### config.mk
export PLATFORM = sky130hd
export DESIGN_NAME = ame_num_expand
export DESIGN_NICKNAME = d
export VERILOG_FILES = /design/src/rtl/ame_num_pkg.sv /design/src/rtl/ame_num_shift.sv /design/src/rtl/ame_num_expand.sv
export SDC_FILE = /design/constraint.sdc
export NUM_CORES = 1
export LEC_CHECK = 0
export ABC_AREA = 1
export CORE_UTILIZATION = 35
export CTS_CLUSTER_DIAMETER = 60
export DETAILED_ROUTE_END_ITERATION = 8
export PLACE_DENSITY = 0.68
export SLEW_MARGIN = 20
export SYNTH_ARGS = -nofsm -noshare
export SYNTH_HDL_FRONTEND = slang
export SYNTH_SLANG_ARGS = --single-unit
### constraint.sdc
create_clock -name clk_i -period 1.3 [get_ports clk_i]
set_input_delay 0.13 -clock clk_i [delete_from_list [all_inputs] [get_ports clk_i]]
set_output_delay 0.13 -clock clk_i [all_outputs]
set_load 0.1 [all_outputs]
### src/rtl/ame_num_pkg.sv
// Shared definitions for the AME log-domain number blocks (approx/expand).
package ame_num_pkg;

  typedef enum logic {
    SHIFT_RIGHT = 1'b0,
    SHIFT_LEFT  = 1'b1
  } shift_dir_t;

  function automatic int exp_bits(input int data_bits);
    return $clog2(data_bits);
  endfunction

  localparam int DEF_COMP_DATA_BITS = 64;
  localparam int EXP_BITS           = exp_bits(DEF_COMP_DATA_BITS);

endpackage

### src/rtl/ame_num_shift.sv
// Combinational bidirectional logical barrel shifter; right shifts truncate.
module ame_num_shift
  import ame_num_pkg::*;
#(
  parameter int DATA_BITS = 64,
  parameter int AMT_BITS  = 6
) (
  input  logic [DATA_BITS-1:0] data,
  input  logic [AMT_BITS-1:0]  amount,
  input  shift_dir_t           dir,
  output logic [DATA_BITS-1:0] result
);

  always_comb begin
    result = '0;
    if (dir == SHIFT_LEFT) begin
      result = data << amount;
    end else begin
      result = data >> amount;
    end
  end

endmodule

### src/rtl/ame_num_expand.sv
// Mitchell antilog: expands a log-domain code (e, f) to 2^e + ((f*2^e) >> FRAC_BITS).
// Three register stages, one code per clock, comp_done_o is comp_init_i delayed by 3.
module ame_num_expand
  import ame_num_pkg::*;
#(
  parameter int COMP_DATA_BITS = 64,
  parameter int FRAC_BITS      = 4,
  localparam int EW            = exp_bits(COMP_DATA_BITS)
) (
  input  logic                      clk_i,
  input  logic                      rst_n_i,
  input  logic                      comp_init_i,
  input  logic                      comp_zero_i,
  input  logic [EW-1:0]             comp_data_i,
  input  logic [FRAC_BITS-1:0]      comp_frac_i,
  output logic                      comp_done_o,
  output logic [COMP_DATA_BITS-1:0] comp_data_o
);

  localparam logic [EW-1:0] FRAC_E = EW'(FRAC_BITS);

  logic                 v0;
  logic                 z0;
  logic [EW-1:0]        e0;
  logic [FRAC_BITS-1:0] f0;

  logic                 v1;
  logic                 z1;
  logic [FRAC_BITS:0]   m1;
  logic [EW-1:0]        sh1;
  shift_dir_t           dir1;

  logic [COMP_DATA_BITS-1:0] shifted;

  always_ff @(posedge clk_i or negedge rst_n_i) begin
    if (!rst_n_i) begin
      v0 <= 1'b0;
      z0 <= 1'b0;
      e0 <= '0;
      f0 <= '0;
    end else begin
      v0 <= comp_init_i;
      if (comp_init_i) begin
        z0 <= comp_zero_i;
        e0 <= comp_data_i;
        f0 <= comp_frac_i;
      end
    end
  end

  // Exponent relative to the binary point of {1,f} picks direction and distance.
  always_ff @(posedge clk_i or negedge rst_n_i) begin
    if (!rst_n_i) begin
      v1   <= 1'b0;
      z1   <= 1'b0;
      m1   <= '0;
      sh1  <= '0;
      dir1 <= SHIFT_RIGHT;
    end else begin
      v1 <= v0;
      if (v0) begin
        z1 <= z0;
        m1 <= {1'b1, f0};
        if (e0 >= FRAC_E) begin
          dir1 <= SHIFT_LEFT;
          sh1  <= e0 - FRAC_E;
        end else begin
          dir1 <= SHIFT_RIGHT;
          sh1  <= FRAC_E - e0;
        end
      end
    end
  end

  ame_num_shift #(
    .DATA_BITS (COMP_DATA_BITS),
    .AMT_BITS  (EW)
  ) u_shift (
    .data   (COMP_DATA_BITS'(m1)),
    .amount (sh1),
    .dir    (dir1),
    .result (shifted)
  );

  always_ff @(posedge clk_i or negedge rst_n_i) begin
    if (!rst_n_i) begin
      comp_done_o <= 1'b0;
      comp_data_o <= '0;
    end else begin
      comp_done_o <= v1;
      if (v1) begin
        comp_data_o <= z1 ? '0 : shifted;
      end
    end
  end

endmodule

### Track usage over the die, run 1

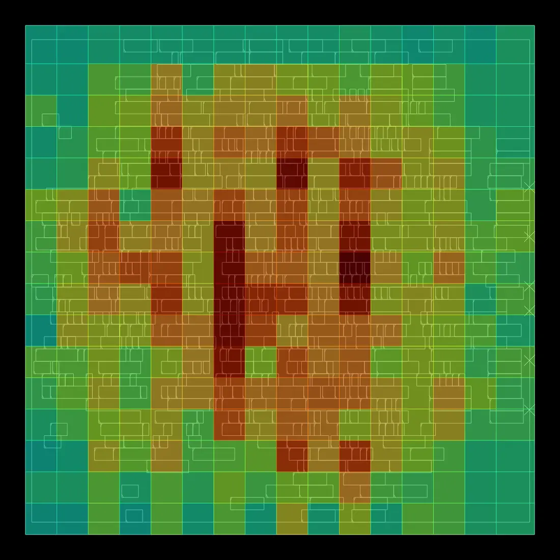
total track usage: 20.10%
M2 GR Usage: 34.29%
fin util: 60.27%
DR WL/cell: 15.79 um
GR Layer Usage met3: 3.375%

### Logic cells by family, run 1

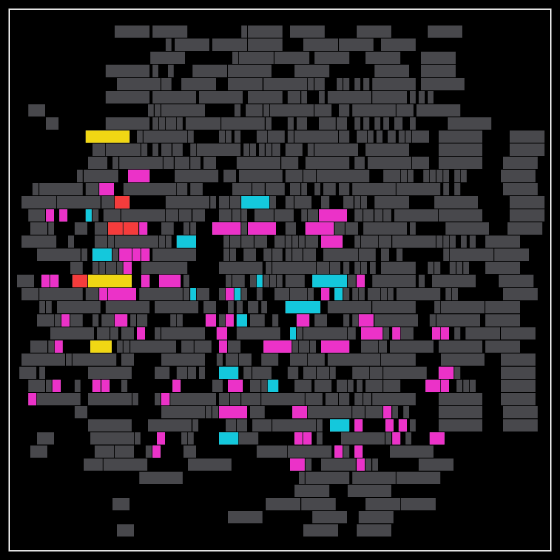
color	family	cells
red	xor and xnor cells	4
yellow	fa/ha/maj cells	3
magenta	aoi and oai cells	65
cyan	nor cells	16

### Sequential cells grouped by signal name, run 1

Bar = 20 um.
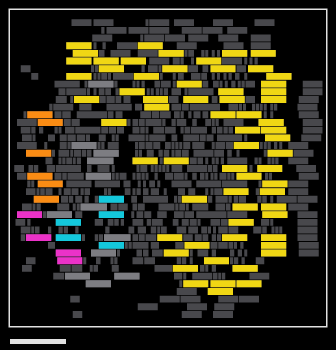
color	name in the netlist	placed flops
magenta	f0	4
yellow	comp_data_o	64
cyan	m1	5
orange	e0	6
not colored	12

### Metal 2, run 1

Bar = 20 um.
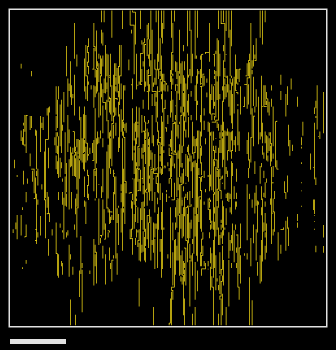
nets with wire on the layer	548
main direction	vertical
share of all routed wire	51%
wire length on this layer	6130 um

==> impl_metrics.json, run 1 <==
{
  "status": "complete, but fails checks",
  "violations": "design-rule violations, negative setup slack",
  "swShare_pct": 35.90,
  "crit_required_ps": 1520,
  "pre_cts_ws_ps": -235.3,
  "yosys-top-cells-count": "184 x nand2_1, 91 x dfrtp_1, 47 x nand3_1, 27 x o21ai_0, 23 x inv_1",
  "total_power_mw": 9.434,
  "async_reset_ff_share_pct": 100.0,
  "initial_core_util_pct": 36.41,
  "r2r_end": "comp_data_o[2]$_DFFE_PN0P_",
  "combinationalPowerShare_pct": 34.0,
  "taps": 143,
  "antenna_found_initial": 0,
  "fin_nets": 636,
  "num-nonclk-inverters": 32,
  "fill_cells": 927,
  "crit_start": "sh1[0]$_DFFE_PN0P_",
  "critPathLaunchType": "register",
  "cp_num_buf_inv": 4,
  "r2r-start": "sh1[0]$_DFFE_PN0P_",
  "biggestRegsByFlops": "comp_data_o: 64 flops, e0: 6 flops, sh1: 6 flops",
  "p_per_area_mw_per_mm2": 1348,
  "place_area_sq_mm": 0.006148,
  "cts_resized": 68,
  "fin_ws_ps": -137.1,
  "warning_count": 29,
  "drc": 6,
  "rsz0062_at_grt": "true",
  "highest_layer": "met4",
  "place.gp.congestion": 0.9208,
  "vias": 3983,
  "setup_viol": 67,
  "setup_tns_ps": -6018,
  "reg2reg_slack_ps": -140,
  "grt_pass1_vias": 4051,
  "clk_pin_slew_ps": 70,
  "tightest_slew_ps": 358.6,
  "seq_cell_count": 91,
  "top_area_cell": "dfrtp_1",
  "num-multi-input-gates": 347,
  "r2r_cells": 8,
  "power_switching_mw": 3.386,
  "antenna_left": 0,
  "ys_warn_count": 0
}
## run 1: power groups by stage
stage	clock, mW	sequential (mW)	combinational, mW
after floorplan	0	3.92	0.977
after global placement	0	3.28	2.73
after detailed placement	0	3.28	2.77
after CTS	3.02	3.24	3.04
after global routing	3.12	3.28	3.39
final	2.97	3.26	3.21
## run 1: cells by family (layout without fill, tap and decap cells)
family	count (synthesis)	count (layout)	share of synthesized area, %
adder cells (fa/ha/maj)	3	3	0.8877
buffers and inverters	59	185	6.627
AND/OR/NAND/NOR	271	271	27.99
AND-OR/OR-AND	66	66	9.024
multiplexers	3	3	0.7988
flip-flops	91	91	53.85
XOR/XNOR	4	4	0.8286
## run 1: layer usage
layer	global-route usage (%)	up-vias
met5	0	-
met4	7.297	0
met3	3.375	21
met2	34.29	139
met1	25.65	1955
li1	-	1868
### Signal wires on met3, run 1

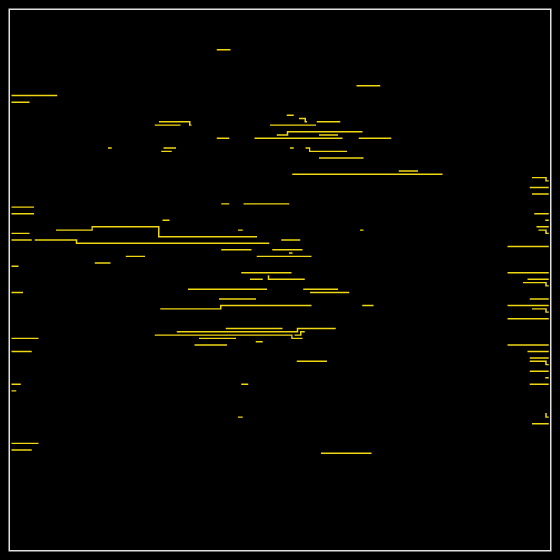

==> run 2: changes to the inputs <==
--- a/config.mk
+++ b/config.mk
@@ -7,6 +7,7 @@
 export LEC_CHECK = 0
 export ABC_AREA = 1
 export CORE_UTILIZATION = 35
+export CTS_BUF_LIST = sky130_fd_sc_hd__clkbuf_8
 export CTS_CLUSTER_DIAMETER = 60
 export DETAILED_ROUTE_END_ITERATION = 8
 export PLACE_DENSITY = 0.68
### Signal wires on met3, run 2

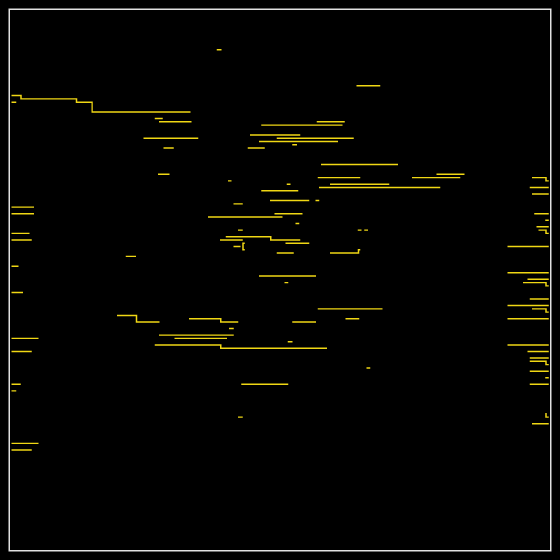
main direction	horizontal
share of all routed wire	4.7%

==> run 2 against run 1 <==
  * The run still ends with design-rule violations, negative setup slack left
  * Cell area shrank 2.6%
  * Critical endpoint is now sh1[5]$_DFFE_PN0P_
  * Maximum frequency grew 0.67%
  * Flip-flop count is the same
==> impl_metrics.json, run 2 <==
{
  "place.gp.congestion": 0.9208,
  "end_kind": "register",
  "top_usage_layer": "met2",
  "rsz0062_at_grt": "true",
  "synthAdderAreaFrac_pct": 0.8876,
  "antenna_found_initial": 0,
  "critPathLaunchType": "register",
  "grtUsageMet1_pct": 26.21,
  "num-nonclk-inverters": 32,
  "initial_core_util_pct": 36.41,
  "p_clk_share_pct": 26.4,
  "fin_cells": 770,
  "fin_util_pct": 58.68,
  "dp.cells": 741,
  "fin_nets": 640,
  "ys_warn_count": 0,
  "port_buffers": 78,
  "top_area_cell": "dfrtp_1",
  "warning_count": 29,
  "r2r_end": "sh1[5]$_DFFE_PN0P_",
  "use_met2_pct": 33.04,
  "clk_pin_slew_ps": 100,
  "cp_num_buf_inv": 2,
  "combinationalPowerShare_pct": 36.1,
  "total_power_mw": 8.681,
  "path_max_fanout": 6,
  "status": "complete, but fails checks",
  "synthFlopType": "dfrtp_1",
  "highest_layer": "met4",
  "antenna_left": 0,
  "crit_path_top_delay_cell": "dfrtp_1",
  "tightest_slew_ps": 340.8,
  "dieArea_sq_mm": 0.01253,
  "grt_pass1_wl_um": 20000,
  "place_area_sq_mm": 0.006148,
  "drv_slew": 0,
  "drv_cap": 0,
  "swShare_pct": 37.39,
  "biggestRegsByFlops": "comp_data_o: 64 flops, e0: 6 flops, sh1: 6 flops",
  "reg2reg_slack_ps": -130,
  "r2r_cells": 9,
  "n_antenna_cell": 0,
  "core_sq_mm": 0.01161,
  "seq_cell_count": 91,
  "path_cells": "inv_2 -> ha_4 -> nand2_4 -> nor2_4 -> o21ai_4 -> inv_2 -> nand3_1 -> o211ai_1 -> o21ai_1",
  "power_switching_mw": 3.246,
  "num-multi-input-gates": 347,
  "fin_crit_ps": 1428,
  "fin_ws_ps": -127.5,
  "crit_required_ps": 1540,
  "xor_area_share_pct": 0.8284,
  "fill_cells": 973,
  "clk-power_mw": 2.30,
  "yosys-top-cells-count": "184 x nand2_1, 91 x dfrtp_1, 47 x nand3_1, 27 x o21ai_0, 23 x inv_1",
  "syn_nets": 514,
  "grt_usage_pct": 20.00,
  "comb_power_mw": 3.14,
  "drc": 6,
  "p_per_area_mw_per_mm2": 1274,
  "setup_tns_ps": -4306,
  "setup_viol": 63,
  "use_met3_pct": 2.994,
  "taps": 143,
  "drive_gt1_share_pct": 38.60,
  "avgRoutedWirePerCell_um": 15.40,
  "pre_cts_ws_ps": -235.3,
  "compound_area_share_pct": 9.024,
  "mux_share_pct": 0.7988,
  "ys_sh_simple_pct": 27.99,
  "power_leader": "sequential cells",
  "topCombFamilyByArea": "simple AND/OR/NAND/NOR gates",
  "cts_resized": 61,
  "violations": "design-rule violations, negative setup slack",
  "p_int_mw": 5.435,
  "powerSeq_mw": 3.25,
  "vias": 3970,
  "r2r-start": "e0[3]$_DFFE_PN0P_",
  "async_reset_ff_share_pct": 100.0,
  "grt_pass1_vias": 4046,
  "cts_hold_buf": 1
}
### Sequential cells grouped by signal name, run 2

Bar = 20 um.
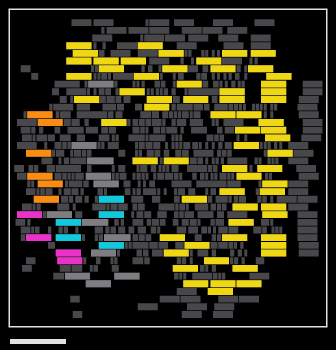
color	name in the netlist	placed flops
yellow	comp_data_o	64
cyan	m1	5
magenta	f0	4
orange	e0	6
not colored	12

-- run 2: cell types whose count changed in the layout (fill, tap and decap cells not counted), sizes merged --
cell,delta
buf,+4
-- run 2: how the worst max path moves through the flow --
stage                             startpoint                          end  slack (ps)  cells after the start
final                      e0[3]$_DFFE_PN0P_           sh1[5]$_DFFE_PN0P_        -130                      9
after global placement    sh1[0]$_DFFE_PN0P_  comp_data_o[15]$_DFFE_PN0P_        -200                      7
after CTS                 sh1[0]$_DFFE_PN0P_  comp_data_o[15]$_DFFE_PN0P_        -110                      8
after floorplan            e0[2]$_DFFE_PN0P_           sh1[5]$_DFFE_PN0P_          10                      9
after detailed placement  sh1[0]$_DFFE_PN0P_  comp_data_o[15]$_DFFE_PN0P_        -240                      7
after global routing       e0[3]$_DFFE_PN0P_           sh1[5]$_DFFE_PN0P_        -220                      9
No activity file was given, so power comes from the tool's default toggle rates.
